**src/rtl/bg_removal_ctrl_if.sv**
```systemverilog
// rtl/bg_removal_ctrl_if.sv - controller-to-PE signal bundle for the background-removal sequencer
interface bg_removal_ctrl_if #(
  parameter int SUM_W = 12
);
  logic             start_sum;
  logic             start_bg;
  logic             sum_done;
  logic             bg_done;
  logic             ack;
  logic [SUM_W-1:0] red_sum;
  logic [SUM_W-1:0] green_sum;
  logic [SUM_W-1:0] blue_sum;
  logic [8:0]       red_exp;
  logic [8:0]       green_exp;
  logic [8:0]       blue_exp;
  logic [18:0]      threshold;
  logic [8:0]       desired_bg;

  // Sequencer side: issues start pulses and configuration, consumes done flags and sums
  modport master (
    output start_sum, start_bg, ack, red_exp, green_exp, blue_exp, threshold, desired_bg,
    input  sum_done, bg_done, red_sum, green_sum, blue_sum
  );

  // Processing-element side
  modport slave (
    input  start_sum, start_bg, ack, red_exp, green_exp, blue_exp, threshold, desired_bg,
    output sum_done, bg_done, red_sum, green_sum, blue_sum
  );
endinterface

```
**src/rtl/bg_removal_ctrl.sv**
```systemverilog
// rtl/bg_removal_ctrl.sv - frame sequencer: PE sum pass, mean colour, replace pass, watchdog
module bg_removal_ctrl #(
  parameter int LOG2_PIXELS = 4,
  parameter int SUM_W       = 12,
  parameter int TIMEOUT     = 1024,
  parameter int TO_W        = 11
) (
  input  logic               i_clk,
  input  logic               i_rst_n,
  input  logic               i_frame_start,
  input  logic [18:0]        i_cfg_threshold,
  input  logic [8:0]         i_cfg_bg,
  input  logic               i_host_ack,
  output logic               o_frame_busy,
  output logic               o_frame_done,
  output logic               o_timeout_err,
  bg_removal_ctrl_if.master  pe
);

  typedef enum logic [3:0] {
    S_IDLE, S_SUM_START, S_SUM_WAIT, S_MEAN, S_BG_START,
    S_BG_WAIT, S_PE_ACK, S_DONE, S_ERR
  } state_t;

  // Half of the pixel count, added before the shift so the mean rounds half up
  localparam logic [SUM_W:0] ROUND   = (SUM_W+1)'(1) << (LOG2_PIXELS - 1);
  localparam logic [SUM_W:0] MAX_EXP = (SUM_W+1)'(255);
  // Counter value in the last waiting cycle; leaving here puts the error flag
  // exactly TIMEOUT cycles after the start pulse
  localparam logic [TO_W-1:0] WD_LAST = TO_W'(TIMEOUT - 2);

  state_t           r_state;
  logic [TO_W-1:0]  r_wd;
  logic             r_busy;
  logic             r_done;
  logic             r_err;
  logic             r_start_sum;
  logic             r_start_bg;
  logic             r_ack;
  logic [8:0]       r_red_exp;
  logic [8:0]       r_green_exp;
  logic [8:0]       r_blue_exp;
  logic [18:0]      r_threshold;
  logic [8:0]       r_desired_bg;
  logic [8:0]       w_red_mean;
  logic [8:0]       w_green_mean;
  logic [8:0]       w_blue_mean;
  logic             w_wd_expired;

  // Rounded per-channel mean, saturated to 8 bits; bit 8 stays clear
  function automatic logic [8:0] f_mean(input logic [SUM_W-1:0] i_sum);
    logic [SUM_W:0] v;
    v = ({1'b0, i_sum} + ROUND) >> LOG2_PIXELS;
    f_mean = (v > MAX_EXP) ? 9'd255 : {1'b0, v[7:0]};
  endfunction

  assign w_red_mean   = f_mean(pe.red_sum);
  assign w_green_mean = f_mean(pe.green_sum);
  assign w_blue_mean  = f_mean(pe.blue_sum);
  assign w_wd_expired = (r_wd == WD_LAST);

  assign o_frame_busy  = r_busy;
  assign o_frame_done  = r_done;
  assign o_timeout_err = r_err;
  assign pe.start_sum  = r_start_sum;
  assign pe.start_bg   = r_start_bg;
  assign pe.ack        = r_ack;
  assign pe.red_exp    = r_red_exp;
  assign pe.green_exp  = r_green_exp;
  assign pe.blue_exp   = r_blue_exp;
  assign pe.threshold  = r_threshold;
  assign pe.desired_bg = r_desired_bg;

  // Frame sequencer with all host and PE outputs registered on the transition edge
  always_ff @(posedge i_clk or negedge i_rst_n) begin
    if (!i_rst_n) begin
      r_state      <= S_IDLE;
      r_wd         <= '0;
      r_busy       <= 1'b0;
      r_done       <= 1'b0;
      r_err        <= 1'b0;
      r_start_sum  <= 1'b0;
      r_start_bg   <= 1'b0;
      r_ack        <= 1'b0;
      r_red_exp    <= '0;
      r_green_exp  <= '0;
      r_blue_exp   <= '0;
      r_threshold  <= '0;
      r_desired_bg <= '0;
    end else begin
      r_start_sum <= 1'b0;
      r_start_bg  <= 1'b0;
      case (r_state)
        S_IDLE: begin
          if (i_frame_start) begin
            r_threshold  <= i_cfg_threshold;
            r_desired_bg <= i_cfg_bg;
            r_busy       <= 1'b1;
            r_start_sum  <= 1'b1;
            r_state      <= S_SUM_START;
          end
        end
        S_SUM_START: begin
          r_wd    <= '0;
          r_state <= S_SUM_WAIT;
        end
        S_SUM_WAIT: begin
          if (pe.sum_done) begin
            r_state <= S_MEAN;
          end else if (w_wd_expired) begin
            r_err   <= 1'b1;
            r_ack   <= 1'b1;
            r_state <= S_ERR;
          end else begin
            r_wd <= r_wd + 1'b1;
          end
        end
        S_MEAN: begin
          r_red_exp   <= w_red_mean;
          r_green_exp <= w_green_mean;
          r_blue_exp  <= w_blue_mean;
          r_start_bg  <= 1'b1;
          r_state     <= S_BG_START;
        end
        S_BG_START: begin
          r_wd    <= '0;
          r_state <= S_BG_WAIT;
        end
        S_BG_WAIT: begin
          if (pe.bg_done) begin
            r_ack   <= 1'b1;
            r_state <= S_PE_ACK;
          end else if (w_wd_expired) begin
            r_err   <= 1'b1;
            r_ack   <= 1'b1;
            r_state <= S_ERR;
          end else begin
            r_wd <= r_wd + 1'b1;
          end
        end
        S_PE_ACK: begin
          // The watchdog keeps running from BG_WAIT so a PE stuck high also trips it
          if (!pe.bg_done) begin
            r_ack   <= 1'b0;
            r_done  <= 1'b1;
            r_state <= S_DONE;
          end else if (w_wd_expired) begin
            r_err   <= 1'b1;
            r_state <= S_ERR;
          end else begin
            r_wd <= r_wd + 1'b1;
          end
        end
        S_DONE: begin
          if (i_host_ack) begin
            r_done  <= 1'b0;
            r_busy  <= 1'b0;
            r_state <= S_IDLE;
          end
        end
        S_ERR: begin
          if (i_host_ack) begin
            r_err   <= 1'b0;
            r_ack   <= 1'b0;
            r_busy  <= 1'b0;
            r_state <= S_IDLE;
          end
        end
        default: begin
          r_state <= S_IDLE;
        end
      endcase
    end
  end

endmodule

```
**src/flat_wrapper.sv**
```systemverilog
// flat-port wrapper written by rule: the top's interface ports become plain ports
module bg_removal_ctrl_flat 
#(
  parameter int LOG2_PIXELS = 4,
  parameter int SUM_W       = 12,
  parameter int TIMEOUT     = 1024,
  parameter int TO_W        = 11
)
  (i_clk, i_rst_n, i_frame_start, i_cfg_threshold, i_cfg_bg, i_host_ack, o_frame_busy, o_frame_done, o_timeout_err, pe_start_sum, pe_start_bg, pe_ack, pe_red_exp, pe_green_exp, pe_blue_exp, pe_threshold, pe_desired_bg, pe_sum_done, pe_bg_done, pe_red_sum, pe_green_sum, pe_blue_sum);
  bg_removal_ctrl_if #(.SUM_W(SUM_W)) pe_i ();
  input  logic i_clk;
  input  logic i_rst_n;
  input  logic i_frame_start;
  input  logic [18:0] i_cfg_threshold;
  input  logic [8:0] i_cfg_bg;
  input  logic i_host_ack;
  output logic o_frame_busy;
  output logic o_frame_done;
  output logic o_timeout_err;
  output wire logic [$bits(pe_i.start_sum)-1:0] pe_start_sum;
  output wire logic [$bits(pe_i.start_bg)-1:0] pe_start_bg;
  output wire logic [$bits(pe_i.ack)-1:0] pe_ack;
  output wire logic [$bits(pe_i.red_exp)-1:0] pe_red_exp;
  output wire logic [$bits(pe_i.green_exp)-1:0] pe_green_exp;
  output wire logic [$bits(pe_i.blue_exp)-1:0] pe_blue_exp;
  output wire logic [$bits(pe_i.threshold)-1:0] pe_threshold;
  output wire logic [$bits(pe_i.desired_bg)-1:0] pe_desired_bg;
  input wire logic [$bits(pe_i.sum_done)-1:0] pe_sum_done;
  input wire logic [$bits(pe_i.bg_done)-1:0] pe_bg_done;
  input wire logic [$bits(pe_i.red_sum)-1:0] pe_red_sum;
  input wire logic [$bits(pe_i.green_sum)-1:0] pe_green_sum;
  input wire logic [$bits(pe_i.blue_sum)-1:0] pe_blue_sum;
  assign pe_start_sum = pe_i.start_sum;
  assign pe_start_bg = pe_i.start_bg;
  assign pe_ack = pe_i.ack;
  assign pe_red_exp = pe_i.red_exp;
  assign pe_green_exp = pe_i.green_exp;
  assign pe_blue_exp = pe_i.blue_exp;
  assign pe_threshold = pe_i.threshold;
  assign pe_desired_bg = pe_i.desired_bg;
  assign pe_i.sum_done = pe_sum_done;
  assign pe_i.bg_done = pe_bg_done;
  assign pe_i.red_sum = pe_red_sum;
  assign pe_i.green_sum = pe_green_sum;
  assign pe_i.blue_sum = pe_blue_sum;
  bg_removal_ctrl #(.LOG2_PIXELS(LOG2_PIXELS), .SUM_W(SUM_W), .TIMEOUT(TIMEOUT), .TO_W(TO_W)) u_core (.i_clk(i_clk), .i_rst_n(i_rst_n), .i_frame_start(i_frame_start), .i_cfg_threshold(i_cfg_threshold), .i_cfg_bg(i_cfg_bg), .i_host_ack(i_host_ack), .o_frame_busy(o_frame_busy), .o_frame_done(o_frame_done), .o_timeout_err(o_timeout_err), .pe(pe_i));
endmodule
```
**config.mk**
```make
export PLATFORM = sky130hd
export DESIGN_NAME = bg_removal_ctrl_flat
export DESIGN_NICKNAME = d
export VERILOG_FILES = /design/src/rtl/bg_removal_ctrl_if.sv /design/src/rtl/bg_removal_ctrl.sv /design/src/flat_wrapper.sv
export SDC_FILE = /design/constraint.sdc
export NUM_CORES = 1
export LEC_CHECK = 0
export ABC_AREA = 1
export CAP_MARGIN = 20
export CORE_MARGIN = 2
export CORE_UTILIZATION = 45
export CTS_BUF_LIST = sky130_fd_sc_hd__clkbuf_8 sky130_fd_sc_hd__clkbuf_16
export DETAILED_ROUTE_END_ITERATION = 7
export PLACE_DENSITY_LB_ADDON = 0.08
export SLEW_MARGIN = 20
export SYNTH_ARGS = -nofsm -noshare
export SYNTH_HDL_FRONTEND = slang
export SYNTH_SLANG_ARGS = --single-unit
```
**constraint.sdc**
```tcl
create_clock -name i_clk -period 2.4 [get_ports i_clk]
set_input_delay 0.72 -clock i_clk [delete_from_list [all_inputs] [get_ports i_clk]]
set_output_delay 0.72 -clock i_clk [all_outputs]
set_load 0.005 [all_outputs]
```
Figure 1. Where the registers sit.
Scale: 4 px per µm. Other sequential cells in the stronger grey, the rest of the logic in the fainter grey.
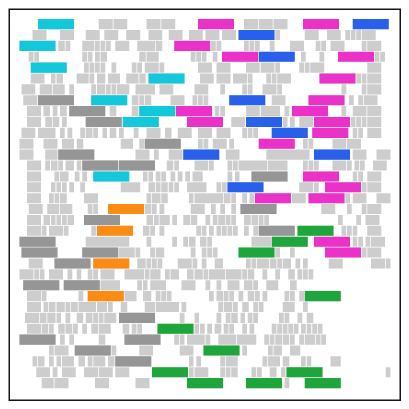
`u_core.pe.threshold` -> magenta  # placed flops 19
`u_core.pe.desired_bg` -> blue  # placed flops 9
`u_core.r_state` -> orange  # placed flops 4, where west
`u_core.pe.green_exp` -> cyan  # placed flops 8
`u_core.r_wd` -> green  # placed flops 11
not coloured = 22
Reg area: 0.00183 mm²
fraction of area in registers: 0.336
Final Util: 0.632
Seq power: 2.03 mW

Figure 2. Placed cells, one colour a class.
Scale: 4 px per µm. Fill, decap, tap and diode cells in grey.
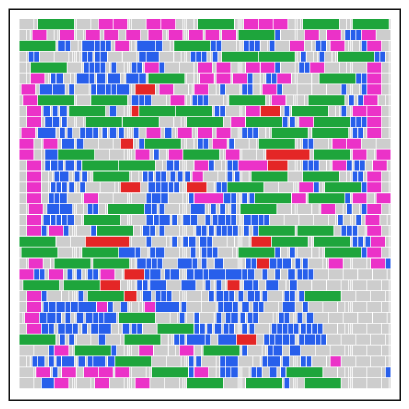
other buffers and delay cells -> magenta  # cells 123
flip-flops -> green  # cells 73
clock drivers and dummy loads -> red  # cells 16
all other logic -> blue  # cells 441
final non-filler cell area: 0.00543 mm²
Core ar.: 0.00859 mm²

Figure 3. Congestion heat map.
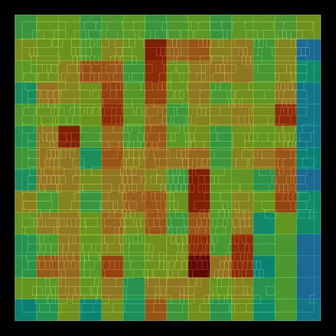
met1 usage: 0.261
wire length per cell: 12.6 µm
busiest metal layer after global routing: met2
met2 usage: 0.347

Figure 4. Power grid.
Scale: 4 px per µm. Pins as bars on the die edge.
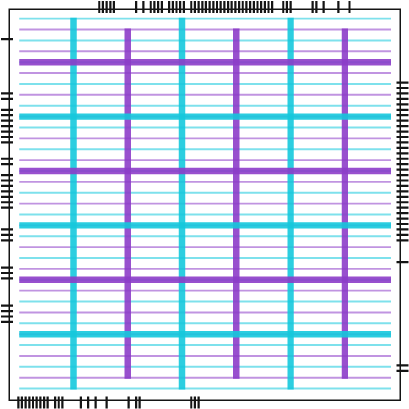
VDD -> purple
VSS -> cyan
met1 rails = 35
met5 straps = 6
met4 straps = 6
rows = 34

Figure 5. Clock distribution.
Scale: 6 px per µm.
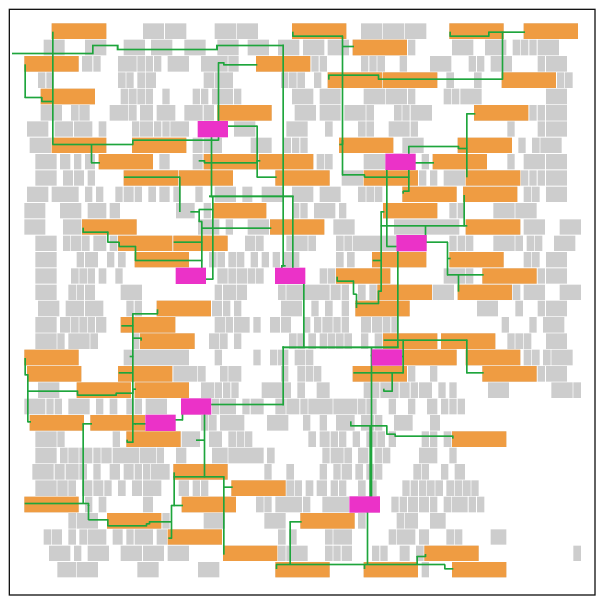
clock wires -> green  # length 956 µm
cells driving clock nets -> magenta  # count 9
flip-flops -> orange  # count 73
flops lie = spread over the die
routed clock nets = 10
Final Skew: 0.0119 ns
Worst-Skew Late Latency: 0.35 ns
clock network fraction of design power: 0.188
Clock Power: 1.08 mW

==> results.tsv <==
metric	value	unit
yosys-top-cells-area	dfrtp_1 (47%), nand2_1 (19%), nor2_1 (6.7%)	
r2r_end	u_core.pe.blue_exp[5]	
hold_buffers	0	
yosysMostFrequentCell	nand2_1	
drc_errors	0	
root_buffer	clkbuf_8	
syn_inst	525	
reg2reg_depth	7	
worst-path-stages	1	
h-tree-depth	3	
post-cts-setup-buffers	0	
grt_antenna_before_repair	0	
p_per_area	1060	mW/mm²
areaGrowthSynthToFinish	38.5	%
cts_sinks	73	
cts_tree	built	
cpMaxStageDelayCell	clkdlybuf4s50_1	
crit_fanout	3	
rsz0062_at_grt	no	
cp.required	1.68	ns
p_leak	2.67	nW
antennaDiodeCount	0	
layout.nets	723	
edf_count	0	
fp.dieH	97.4	µm
yosys_most_used_dff	dfrtp_1	
top_cell_area_share	0.466	
warnings	36	
grt.total_usage	0.206	
grt_overflow	0	
clock_path_buffers	2	
via_per_inst	4.81	
status	complete, no violations	
worstSetupEndpointType	primary output	
antenna_left	0	
fp-row-count	34	
slew_viol_final	0	
cp_top_family	buffers and inverters	
hold_violations	0	
timing.setup.tns	0	ns
ys_warn_count	0	
fillers	791	
grt_pass1_wl	16.1	mm
drt_wl_total	9.58	mm
peakVddDrop	0.642	mV
grt_max_degree	43	
-- layout by cell type, fill, tap and decap left out, types with 2 or more instances in the layout --
cell,instances
inv_1,47
buf_4,4
a21oi_1,22
nor2_1,69
inv_6,2
nor2_2,3
conb_1,3
bufinv_16,2
buf_12,2
nand3_1,39
inv_2,5
nand2_2,3
xnor2_1,8
dfrtp_1,73
nor3_1,2
clkinv_4,2
xor2_1,13
nand4_1,10
nor2_4,3
o21ai_0,3
o211ai_1,2
nand3_2,3
clkbuf_8,9
nand2_1,195
ha_1,5
clkdlybuf4s50_1,117
-- sequential cells by signal, summed over array words and instances, names as in the netlist, 4 cells and up --
register / count
u_core.pe.desired_bg: 9
u_core.pe.threshold: 19
u_core.pe.red_exp: 8
u_core.r_state: 4
u_core.r_wd: 11
u_core.pe.green_exp: 8
u_core.pe.blue_exp: 8
-- routing by layer --
| layer | global-route usage | wire [µm] | vias up | share of wire |
|---|---|---|---|---|
| met5 | 0 | 0 | - | 0 |
| met4 | 0.0748 | 112 | 0 | 0.012 |
| met3 | 0.0432 | 511 | 12 | 0.053 |
| met2 | 0.347 | 4660 | 95 | 0.49 |
| met1 | 0.261 | 4290 | 1678 | 0.45 |
| li1 | - | - | 1878 | - |
-- metrics by stage --
stage / utilization / hold slack (ns) / area [µm²] / setup slack, ns
after global placement: 0.606 / 0.460 / 5210 / 0.185
final: 0.632 / 0.302 / 5430 / 0.420
after global routing: 0.632 / 0.339 / 5430 / 0.283
after CTS: 0.632 / 0.316 / 5430 / 0.398
after floorplan: - / 0.424 / 3930 / 0.868
after detailed placement: 0.606 / 0.464 / 5210 / 0.105
-- where the power goes --
group / switching [mW] / internal (mW)
logic: 1.32 / 1.32
clock network: 0.489 / 0.594
registers: 0.310 / 1.72
total: 2.12 / 3.63
-- area by class of cell --
class | instances | area, µm² | area share
flip-flops and latches | 73 | 1830 | 0.336
multi-input cells | 388 | 1810 | 0.332
repair buffers | 123 | 1240 | 0.228
inverters | 53 | 201 | 0.0371
well taps | 108 | 135 | 0.0249
clock buffers | 9 | 124 | 0.0228
clock inverters | 7 | 100 | 0.0184
-- logic make-up after synthesis --
group                    Yosys count  share of synthesized area
AND/OR/NAND/NOR                  329                      0.351
flip-flops                        73                      0.466
other                              1                   0.000956
buffers and inverters             66                     0.0766
adder cells (fa/ha/maj)            5                     0.0159
XOR/XNOR                          21                     0.0469
AND-OR/OR-AND                     30                     0.0431
-- worst max path at each step --
| stage | slack (ns) | from | to |
|---|---|---|---|
| final | 0.42 | u_core.pe.ack | pe_ack |
| after global routing | 0.28 | pe_blue_sum[3] | u_core.pe.blue_exp[5] |
| after CTS | 0.40 | u_core.pe.ack | pe_ack |
| after detailed placement | 0.11 | pe_blue_sum[3] | u_core.pe.blue_exp[5] |
| after global placement | 0.18 | pe_blue_sum[3] | u_core.pe.blue_exp[5] |
| after floorplan | 0.87 | pe_blue_sum[3] | u_core.pe.blue_exp[2] |
Power figures rest on the tool's default switching activity, not on a simulated workload.
